clock_wires.png
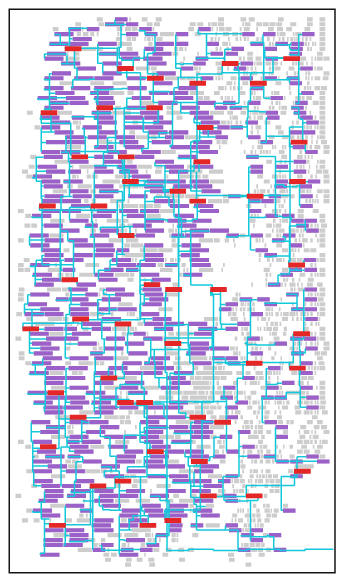
placed.png
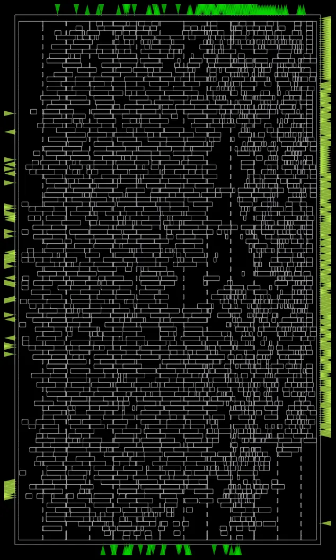
<file path="src/rtl/dmanu_seq_ctrl.sv">
// Permutation-sequence controller: a small table of 12-lane source-select
// entries is walked from a first to a last index (wrapping back to the
// first) while input beats are registered alongside the current entry, so a
// downstream crossbar sees data and select aligned on the same cycle.
module dmanu_seq_ctrl #(
    parameter int NENT    = 8,
    parameter int AW      = 3,
    parameter int CW      = 16,
    parameter int DATA_W  = 8,
    localparam int LDTBL_W = 48
) (
    input  logic                   clk,
    input  logic                   rst,
    input  logic                   i_cfg_we,
    input  logic [AW-1:0]          i_cfg_addr,
    input  logic [LDTBL_W-1:0]     i_cfg_data,
    input  logic                   i_start,
    input  logic [AW-1:0]          i_first,
    input  logic [AW-1:0]          i_last,
    input  logic [CW-1:0]          i_len,
    input  logic                   i_abort,
    input  logic                   i_valid,
    input  logic [DATA_W*12-1:0]   i_indata,
    output logic                   o_ready,
    output logic                   o_valid,
    input  logic                   i_ready,
    output logic [DATA_W*12-1:0]   o_indata,
    output logic [LDTBL_W-1:0]     o_seltbl,
    output logic                   o_busy,
    output logic                   o_done,
    output logic                   o_cfg_err
);

    typedef enum logic [1:0] {
        S_IDLE  = 2'd0,
        S_RUN   = 2'd1,
        S_DRAIN = 2'd2
    } state_t;

    state_t                 r_state;
    state_t                 w_state_nxt;

    logic [LDTBL_W-1:0]     r_tbl [NENT];

    logic [AW-1:0]          r_ptr;
    logic [AW-1:0]          r_first;
    logic [AW-1:0]          r_last;
    logic [CW-1:0]          r_len;
    logic [CW-1:0]          r_cnt;

    logic                   r_vld_p1;
    logic [DATA_W*12-1:0]   r_indata_p1;
    logic [LDTBL_W-1:0]     r_seltbl_p1;
    logic                   r_done;
    logic                   r_cfg_err;

    logic                   w_ready;
    logic                   w_accept;
    logic                   w_abort;
    logic                   w_drain_done;
    logic                   w_cfg_legal;
    logic                   w_cfg_wr;

    // Every lane must select one of the 12 inputs; nibbles 12..15 are invalid.
    function automatic logic f_tbl_legal(input logic [LDTBL_W-1:0] d);
        for (int k = 0; k < 12; k++) begin
            if (d[4*k +: 4] > 4'd11) begin
                return 1'b0;
            end
        end
        return 1'b1;
    endfunction

    // Entry walk: last wraps back to first, otherwise natural modulo-NENT increment.
    function automatic logic [AW-1:0] f_ptr_next(input logic [AW-1:0] ptr,
                                                 input logic [AW-1:0] last,
                                                 input logic [AW-1:0] first);
        return (ptr == last) ? first : ptr + 1'b1;
    endfunction

    assign w_cfg_legal = f_tbl_legal(i_cfg_data);
    assign w_cfg_wr    = i_cfg_we && (r_state == S_IDLE) && w_cfg_legal;
    assign w_abort     = i_abort && (r_state != S_IDLE);
    assign w_accept    = (r_state == S_RUN) && w_ready && i_valid && !i_abort;

    // Next-state decode; abort overrides both beat acceptance and drain completion.
    always_comb begin
        w_state_nxt  = r_state;
        w_ready      = 1'b0;
        w_drain_done = 1'b0;
        case (r_state)
            S_IDLE: begin
                if (i_start) begin
                    w_state_nxt = S_RUN;
                end
            end
            S_RUN: begin
                w_ready = !r_vld_p1 || i_ready;
                if (i_abort) begin
                    w_state_nxt = S_IDLE;
                end else if (w_ready && i_valid && ((r_cnt + CW'(1)) == r_len)) begin
                    w_state_nxt = S_DRAIN;
                end
            end
            S_DRAIN: begin
                if (i_abort) begin
                    w_state_nxt = S_IDLE;
                end else if (!r_vld_p1 || i_ready) begin
                    w_state_nxt  = S_IDLE;
                    w_drain_done = 1'b1;
                end
            end
            default: begin
                w_state_nxt = S_IDLE;
            end
        endcase
    end

    // State register.
    always_ff @(posedge clk) begin
        if (rst) begin
            r_state <= S_IDLE;
        end else begin
            r_state <= w_state_nxt;
        end
    end

    // Run bookkeeping, output-valid tracking and status pulses.
    always_ff @(posedge clk) begin
        if (rst) begin
            r_ptr     <= '0;
            r_cnt     <= '0;
            r_first   <= '0;
            r_last    <= '0;
            r_len     <= '0;
            r_vld_p1  <= 1'b0;
            r_done    <= 1'b0;
            r_cfg_err <= 1'b0;
        end else begin
            r_done    <= w_drain_done;
            r_cfg_err <= i_cfg_we && ((r_state != S_IDLE) || !w_cfg_legal);
            if ((r_state == S_IDLE) && i_start) begin
                r_first <= i_first;
                r_last  <= i_last;
                r_len   <= (i_len == '0) ? CW'(1) : i_len;
                r_ptr   <= i_first;
                r_cnt   <= '0;
            end else if (w_accept) begin
                r_ptr <= f_ptr_next(r_ptr, r_last, r_first);
                r_cnt <= r_cnt + CW'(1);
            end
            if (w_abort) begin
                r_vld_p1 <= 1'b0;
            end else if (w_accept) begin
                r_vld_p1 <= 1'b1;
            end else if (i_ready) begin
                r_vld_p1 <= 1'b0;
            end
        end
    end

    // Output beat register: data and its select entry are captured together.
    always_ff @(posedge clk) begin
        if (rst) begin
            r_indata_p1 <= '0;
            r_seltbl_p1 <= '0;
        end else if (w_accept) begin
            r_indata_p1 <= i_indata;
            r_seltbl_p1 <= r_tbl[r_ptr];
        end
    end

    // Permutation table; contents survive reset so a rerun needs no reload.
    always_ff @(posedge clk) begin
        if (w_cfg_wr) begin
            r_tbl[i_cfg_addr] <= i_cfg_data;
        end
    end

    assign o_ready   = w_ready;
    assign o_valid   = r_vld_p1;
    assign o_indata  = r_indata_p1;
    assign o_seltbl  = r_seltbl_p1;
    assign o_busy    = (r_state != S_IDLE);
    assign o_done    = r_done;
    assign o_cfg_err = r_cfg_err;

endmodule
</file>
<file path="config.mk">
export PLATFORM = sky130hd
export DESIGN_NAME = dmanu_seq_ctrl
export DESIGN_NICKNAME = d
export VERILOG_FILES = /design/src/rtl/dmanu_seq_ctrl.sv
export SDC_FILE = /design/constraint.sdc
export NUM_CORES = 1
export LEC_CHECK = 0
export CAP_MARGIN = 0
export CORE_ASPECT_RATIO = 1.75
export CORE_MARGIN = 2
export CORE_UTILIZATION = 40
export CTS_CLUSTER_SIZE = 24
export DETAILED_ROUTE_END_ITERATION = 7
export GPL_TIMING_DRIVEN = 0
export PLACE_DENSITY_LB_ADDON = 0.15
export SLEW_MARGIN = 20
export SYNTH_ARGS = -nofsm -noshare
export SYNTH_HDL_FRONTEND = slang
export SYNTH_SLANG_ARGS = --single-unit
export TNS_END_PERCENT = 30
</file>
<file path="constraint.sdc">
create_clock -name clk -period 6 [get_ports clk]
set_input_delay 0.6 -clock clk [delete_from_list [all_inputs] [get_ports clk]]
set_output_delay 0.6 -clock clk [all_outputs]
set_load 0.05 [all_outputs]
</file>
==> CHANGELOG.md <==
### Metrics

- Slew @ Worst Pin: 1030 ps
- Largest register FFs: 384
- Number of diodes: 7
- Syn avg cell area: 15.0 µm²
- YS chip area: 0.0216 mm²
- Worst Slack Setup Final: 1920 ps
- Fillcell total: 4484
- CTS tree: yes
- Sequential power: 4280 µW
- CP Launch Type: input pin
- # Taps: 684
- Hold Path End: o_indata[7]$_SDFFE_PP0P_
- Post-synth regs: 574
- TritonRoute pass-1 iters: 5
- Pre-CTS setup slack: 1210 ps
- Syn Inst Count: 1437
- Post-synthesis sequential area ratio: 0.711
- Critical path endpoint: r_tbl[4][44]$_DFFE_PP_
- WL met2: 31600 µm
- Total gr overflow: 0
- YS warnings: 0
- Most frequent cell after synthesis: edfxtp_1
- R2r setup slk: 2700 ps
- P&R area growth vs syn: 30.9%
- Status: finished clean
- Global routing met1 resource utilization: 0.241
- H-tree Lvls: 2
- Syn Nets: 1615
- Clk cell area share: 0.0660
- Hold depth: 2
- Clock Path Buffers: 3
- GRT met3 Usage: 0.0455
- Clock transition at the registers of the reported paths: 60 ps
- FF/Latch Area: 0.0153 mm²
- Net Sw Frac: 0.221
- R2R Path Start: r_state[0]$_SDFFE_PP0P_
- WP depth: 10
- # clock sinks: 574
- Root Driver: clkbuf_16
- Placer Congestion: 0.834
- Worst R2R Path Depth: 9
- Core Area: 0.0533 mm²
- WHS: 454 ps
- Critical path endpoint category: flop
- Buffers, non-clock: 452
- AND-OR/OR-AND Cells, Area Fraction: 0.0571
- Port Buffers: 324
- EDFF count, synth: 384
- Met2 usage: 0.386
- Yosys cell count: 1437
- Simple share: 0.0753
- LEAKAGE: 0.00893 µW
- RSZ-0062 raised after global routing: false
- Vias post-DR: 13400
- Pin count of the biggest net entering global routing: 19
- Slew Viols, Final: 0
- Worst Path Arrival: 4370 ps
- Main flop type: edfxtp_1
- Async SR Flop Fraction: 0
- FP Rows: 112
- Tool warnings: 26
- PD cells: 304 mW/mm²
- Non-clk invs: 5
- Adders+Majority by Area: 0.00116
## Picture notes: clock_wires.png
Red marks clock-net drivers, count 53. Purple marks flip-flops, count 574. Cyan marks clock wires, length 6770 µm.
Position of the flops: spread over the die. There are 54 routed clock nets.
Power Clock: 3590 µW
Late-Pin Clk Latency: 600 ps

## Picture notes: placed.png
final core utilization: 0.530
registers: 574

placed cells by master (no fill, tap or decap), drive strengths merged, types with 7 or more instances in the layout:
master / n
xor2: 12
clkinv: 17
xnor2: 23
nor2: 86
a21oi: 113
mux4: 96
clkbuf: 138
nand2: 231
a211oi: 48
diode: 7
edfxtp: 384
mux2i: 49
nand3: 12
buf: 59
dfxtp: 190
nor3: 7
a22o: 11
nor4: 8
clkdlybuf4s50: 324
bufinv: 9
nand4: 12
through the flow:
step	TNS (ps)	util	total power, µW	cell area [µm²]	cells
floorplan	0	-	4750	21600	1437
global placement	-1282710	0.482	5080	25700	2445
detailed placement	0	0.495	5090	26300	2480
CTS	0	0.530	8690	28200	2578
global route	0	0.530	8860	28200	2584
finish	0	0.530	8590	28200	2585
Power is estimated from default activity; no workload was simulated.
